Design exec_seq, sky130hd; sources not shown.
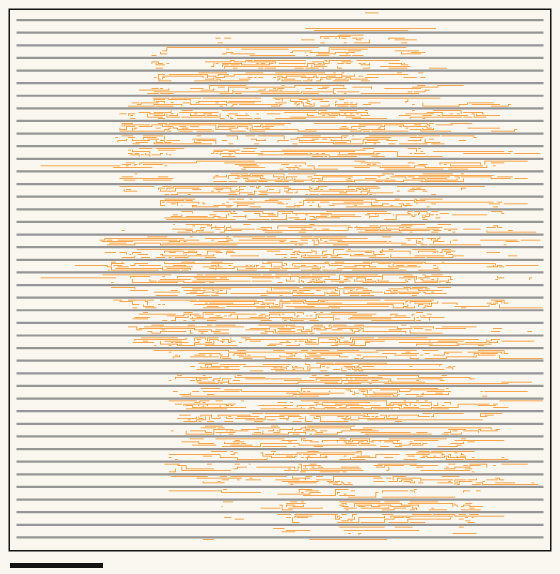
*M1 wires, run 1*
Bar = 20 um. Supply wires on this layer in gray.
main direction = horizontal
longest straight run = 35.9 um
Total Wirelength: 19.6 mm
via count: 5,749
M1 GR Usage: 36.4%

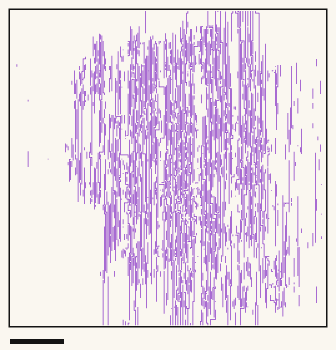
*Signal wires on met2, run 1*
Bar = 20 um.
main direction = vertical
nets with wire on the layer = 637
grt met2 use: 44.9%

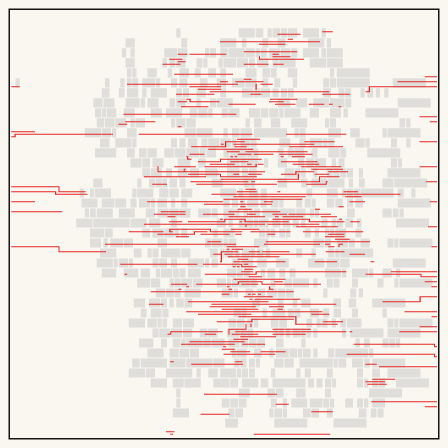
*Signal wires on met3, run 1*
nets with wire on the layer = 165
wire length on this layer = 2,400 um
share of all routed wire = 12%
longest straight run = 51.1 um
main direction = horizontal
met3 track demand over resource: 6.64%

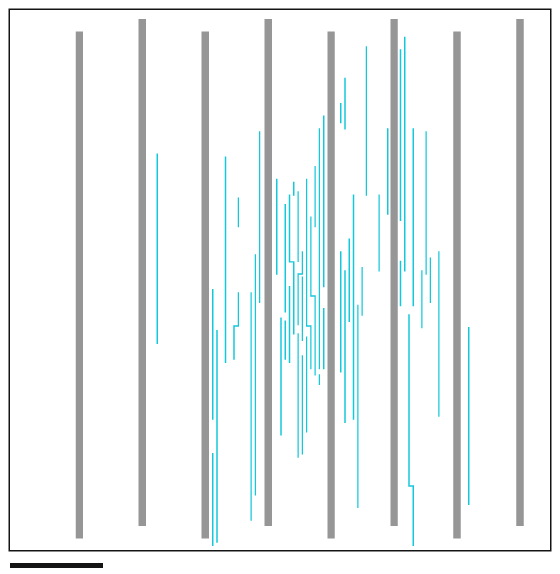
*Met4 routing, run 1*
Bar = 20 um. Supply wires on this layer in gray.
nets with wire on the layer = 42
main direction = vertical
wire length on this layer = 1,340 um

==> flow_metrics.py, run 1 <==
# Auto-generated metrics
metrics = {
    "run_status": {
        "status": "complete, no violations",
    },
    "timing": {
        "layout_min_cycle_time_ps": 3630,
        "hold_violations": 0,
        "rsz0062_at_grt": "false",
        "finalHoldWorstSlack_ps": 497,
        "fin_crit_sh_pct": 93.2,
        "slew_headroom_pct": 54.8,
        "setup_ws_ps": 266,
        "worst_pin_slew_ps": 677,
        "maxSlewViolCount": 0,
        "fmax_mhz": 275,
    },
    "final_layout": {
        "largest_reg_flops": 16,
        "final_nets": 774,
        "utilization_pct": 41.1,
        "syn_to_final_growth_pct": 4.60,
        "diodes": 0,
        "most-common-layout-cells": "64 x nand2_1, 62 x a21oi_1, 57 x o21ai_0, 50 x ha_1, 48 x inv_1",
        "fillers": 1343,
        "lay_top_count": "nand2_1",
        "drive_gt1_share_pct": 6.68,
    },
    "detailed_routing": {
        "top_layer_used": "met4",
        "wl_met3_mm": 2.40,
        "wl_met2_mm": 8.34,
        "drtIter0Drc": 856,
        "wire_per_inst_um": 23.2,
        "met1Wirelength_mm": 7.56,
    },
    "yosys": {
        "largest_area_cell": "dfrtp_1",
        "ys_top_cells_by_area": "dfrtp_1 14%, ha_1 13%, a21oi_1 6.2%, o21ai_0 5.7%, nand2_1 4.8%",
        "synth_top_area_share_pct": 13.6,
        "ys_ff": 27,
        "syn-num-nets": 795,
        "yosysWarningCount": 6,
    },
    "clocking": {
        "clk_latency_ps": 260,
        "cts_sinks": 27,
        "cts_root_buffer": "clkbuf_16",
        "cts_tree": "built",
        "cts_max_level": 1,
        "holdBufCountCts": 0,
    },
    "flow_run": {
        "openroad.warnings": 59,
        "drv_cap": 0,
    },
    "critical_path": {
        "reg2reg_depth": 8,
        "critical_path_arrival_ps": 3740,
        "regToRegSetupSlack_ps": 1700,
        "cp-end-kind": "register",
        "critical_path_class": "primary input to register",
    },
    "placed_design": {
        "place_area_mm2": 0.00512,
        "dp_cells": 842,
        "port_buffers": 0,
    },
    "global_route": {
        "grtUsageTotal_pct": 29.0,
        "grt_pass1_wl_mm": 30.3,
        "antenna_found_initial": 0,
        "grt_pass1_vias": 5436,
        "grt-ovfl-total": 0,
    },
    "die": {
        "io_pins": 75,
        "die_area_mm2": 0.0136,
        "initial_utilization_pct": 39.3,
    },
    "pwr": {
        "power_density_mw_per_mm2": 266,
        "total_power_mw": 1.39,
    },
    "worst_hold_path": {
        "min_path_type": "register to register",
        "hold_depth": 2,
    },
}
[run 1: cells by family after synthesis]
| group | after synthesis | share of synthesized area [%] |
|---|---|---|
| AND-OR/OR-AND | 261 | 35.2 |
| other | 1 | 0.0754 |
| XOR/XNOR | 18 | 3.17 |
| adder cells (fa/ha/maj) | 52 | 13.4 |
| multiplexers | 10 | 2.06 |
| buffers and inverters | 96 | 8.18 |
| AND/OR/NAND/NOR | 231 | 24.3 |
| flip-flops | 27 | 13.6 |
[run 1: worst max-delay path: stages]
cell and delay, ps:
inv_1 70, ha_1 250, fa_1 410, o21bai_2 220, a2111o_1 270, a21oi_4 120, o311ai_1 450, a21oi_2 120
xnor2_1 300, o21ai_1 130, a22o_1 200
[run 1: synth_stat cells (13+ instances only)]
library cell  number
nor2_1            41
xnor2_1           17
o22ai_1           13
clkbuf_1          32
a21oi_1           62
dfrtp_1           27
inv_1             47
a211oi_1          17
o21ai_0           57
nand2_1           64
nand3_1           19
ha_1              50
nor3_1            18
[run 1: cell type report]
cell class	count	area [um2]	area share, %
Clock inverter	1	3.75	0.0722
Inverter	49	184	3.54
Clock buffer	3	75.1	1.44
Sequential cell	27	676	13.0
Tap cell	172	215	4.14
Timing Repair Buffer	21	158	3.03
Multi-Input combinational cell	573	3890	74.8
[run 1: layer usage]
layer | up-vias | track usage (%)
met5 | - | 0
met4 | 0 | 18.2
met3 | 113 | 6.64
met2 | 451 | 44.9
li1 | 2539 | -
met1 | 2646 | 36.4
[run 1: where the power goes]
group / switching [mW] / internal [mW] / leakage, nW / total [mW]
clock network: 0.0962 / 0.137 / 0.0423 / 0.234
logic: 0.411 / 0.279 / 1.83 / 0.689
registers: 0.115 / 0.347 / 0.319 / 0.462
total: 0.622 / 0.764 / 2.20 / 1.39
==> run 2, diff against run 1 <==
- CORE_UTILIZATION: 38 -> 60
- PLACE_DENSITY: unset -> 0.76
- SKIP_LAST_GASP: unset -> 1
==> run 2 against run 1 <==
The run now ends with DRC left. Register-to-register slack better by 50 ps. Global-route usage is 12 points higher. Die area is 36% lower. Critical path type unchanged. Largest power group unchanged.
==> flow_metrics.py, run 2 <==
# Auto-generated metrics
metrics = {
    "global_route": {
        "grt_pass1_vias": 5242,
        "grt_pass1_wl_mm": 27.9,
        "antenna_found_initial": 1,
        "grt-ovfl-total": 0,
        "grt_start_max_net_pins": 49,
        "grtUsageTotal_pct": 41.4,
    },
    "yosys": {
        "yosysWarningCount": 6,
        "synth_cell_type_count": 86,
        "most_common_cell": "nand2_1",
        "synth_seq_share_pct": 13.6,
        "syn-num-nets": 795,
        "ys_top_cells_by_area": "dfrtp_1 14%, ha_1 13%, a21oi_1 6.2%, o21ai_0 5.7%, nand2_1 4.8%",
        "synth_chip_area_mm2": 0.00497,
        "yosys-top-cells-count": "64 x nand2_1, 62 x a21oi_1, 57 x o21ai_0, 50 x ha_1, 47 x inv_1",
        "synth_area_per_cell_um2": 7.15,
        "largest_area_cell": "dfrtp_1",
        "synth_top_area_share_pct": 13.6,
        "ys_ff": 27,
    },
    "flow_run": {
        "openroad.warnings": 59,
        "drv_cap": 0,
    },
    "detailed_routing": {
        "drtIter0Drc": 946,
        "drc_errors": 15,
        "ant_nets": 0,
    },
    "timing": {
        "worst_pin_slew_ps": 678,
        "setup_ws_ps": 391,
        "fin_tns_setup_ps": 0,
        "finalHoldWorstSlack_ps": 504,
        "slew_headroom_pct": 54.7,
        "maxSlewViolCount": 0,
        "hold_violations": 0,
        "layout_min_cycle_time_ps": 3510,
        "rsz0062_at_grt": "false",
        "fmax_mhz": 285,
        "fin_crit_sh_pct": 90.0,
    },
    "critical_path": {
        "path_max_fanout": 5,
        "reg2reg_depth": 8,
        "cp_common_cell": "nor4_1",
        "crit_chain": "ha_1 -> fa_1 -> xor2_1 -> a2111oi_0 -> o211ai_1 -> or4b_1 -> nor4_1 -> nand3_1 -> nor4_1 -> nand2b_1",
        "cp-start-kind": "primary input",
        "cp-end-kind": "register",
        "critical_path_arrival_ps": 3680,
        "critical_path_class": "primary input to register",
        "crit_required_ps": 4070,
        "slowest_stage": "or4b_1",
        "regToRegSetupSlack_ps": 1750,
        "critPathTopFamily": "simple AND/OR/NAND/NOR gates",
        "worst_path_largest_cell_delay_ps": 510,
        "path_buffers": 0,
        "cp.depth": 10,
    },
    "die": {
        "initial_utilization_pct": 63.1,
        "die_area_mm2": 0.00866,
        "io_pins": 75,
        "die_h_um": 93.0,
        "core_area_mm2": 0.00789,
        "dieWidth_um": 93.0,
    },
    "placed_design": {
        "dp_cells": 773,
        "port_buffers": 0,
    },
    "final_layout": {
        "drive_gt1_share_pct": 6.96,
        "utilization_pct": 64.5,
        "diodes": 0,
        "lay_top_count": "nand2_1",
        "final_nets": 775,
        "most-common-layout-cells": "64 x nand2_1, 62 x a21oi_1, 57 x o21ai_0, 50 x ha_1, 47 x inv_1",
        "syn_to_final_growth_pct": 2.34,
        "largest_reg_flops": 16,
    },
    "clocking": {
        "post_cts.repair.setup_buffers": 0,
        "cts_root_buffer": "clkbuf_8",
        "cts_tree": "built",
        "holdBufCountCts": 0,
        "cts_sinks": 27,
        "clk_latency_ps": 280,
        "cts_max_level": 1,
        "cts_made_buffers": 3,
        "clk_pin_slew_ps": 100,
    },
    "pwr": {
        "leakagePower_nw": 2.18,
        "power_density_mw_per_mm2": 257,
        "irDropWorstVdd_mv": 0.133,
    },
    "worst_hold_path": {
        "hold_depth": 2,
        "min_path_type": "register to register",
    },
    "run_status": {
        "status": "finished with violations",
        "violations": "DRC",
    },
}
## run 2: stage by stage
step	instance area [um2]	power, mW
final	5090	1.31
after global routing	5090	1.39
after CTS	5090	1.28
after detailed placement	5040	1.12
after global placement	5040	1.10
after floorplan	4970	0.968
## run 2: power by group
| part | total (mW) | internal, mW | switching [mW] | leakage [nW] |
|---|---|---|---|---|
| combinational | 0.689 | 0.281 | 0.408 | 1.84 |
| clock | 0.167 | 0.0718 | 0.0947 | 0.0255 |
| sequential | 0.454 | 0.347 | 0.107 | 0.319 |
| total | 1.31 | 0.699 | 0.610 | 2.18 |
## run 2: per-layer routing
layer	share of wire [%]	vias up	track usage, %
met5	0.094	-	0
met4	7.1	2	21.0
met3	14	132	9.51
met2	41	519	62.2
met1	37	2651	55.1
li1	-	2544	-
## run 2: kinds of logic after synthesis
group	share of synthesized area [%]
buf+inv	8.18
fa+ha+maj	13.4
mux	2.06
flops	13.6
compound gates	35.2
simple gates	24.3
other cells	0.0754
xor+xnor	3.17
## run 2: worst register-to-register path: stages (launching register included)
cell and delay, ps:
dfrtp_1 580, nor2_1 90, nor2_1 100, o31a_2 190, nand4_1 130, or4_1 470, nor4_2 280, a41oi_1 150
nand2b_1 80
## run 2: area by class of cell
| cell class | count | area (um2) |
|---|---|---|
| Fill cell | 711 | 2800 |
| Sequential cell | 27 | 676 |
| Clock inverter | 1 | 5.00 |
| Multi-Input combinational cell | 573 | 3890 |
| Clock buffer | 3 | 41.3 |
| Tap cell | 102 | 128 |
| Inverter | 49 | 184 |
| Timing Repair Buffer | 22 | 165 |
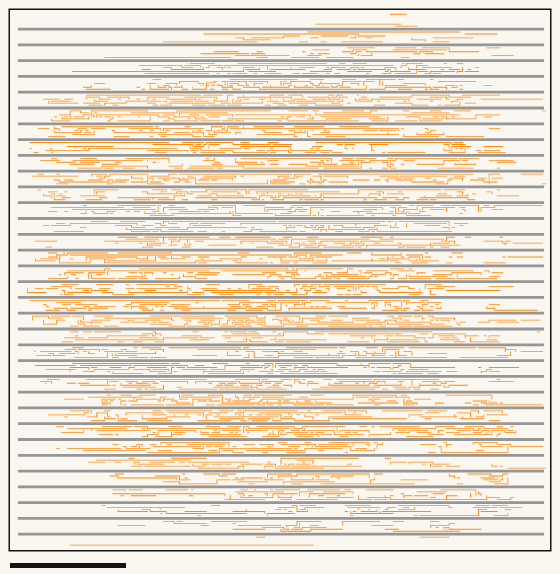
*M1 wires, run 2*
Bar = 20 um. Supply wires on this layer in gray.
Total Wirelength: 18.1 mm
via count: 5,848

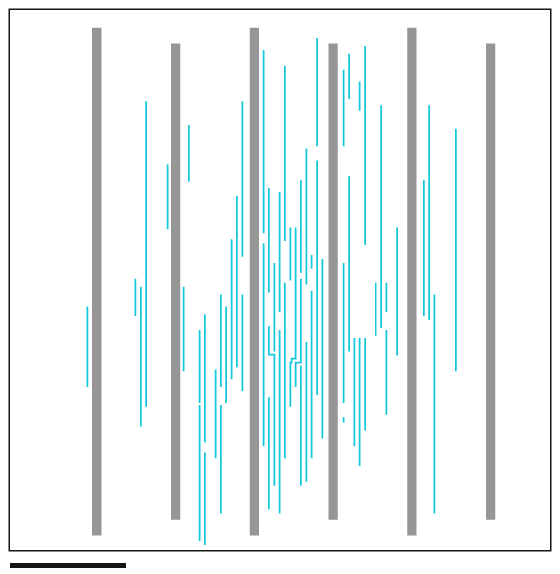
*Met4 routing, run 2*
Bar = 20 um. Supply wires on this layer in gray.

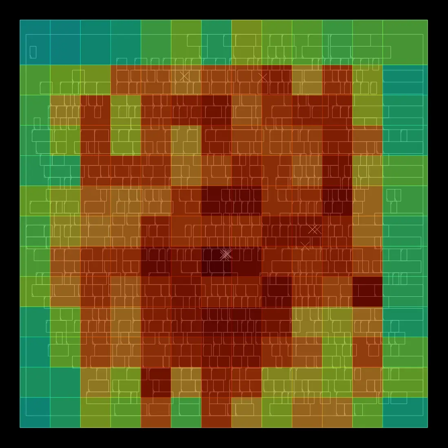
*Track usage over the die, run 2*
grt met2 use: 62.2%
met3 track demand over resource: 9.51%
M1 GR Usage: 55.1%
wire per inst: 23.3 um
GRT busiest layer: met2

No activity file was given, so power comes from the tool's default toggle rates.
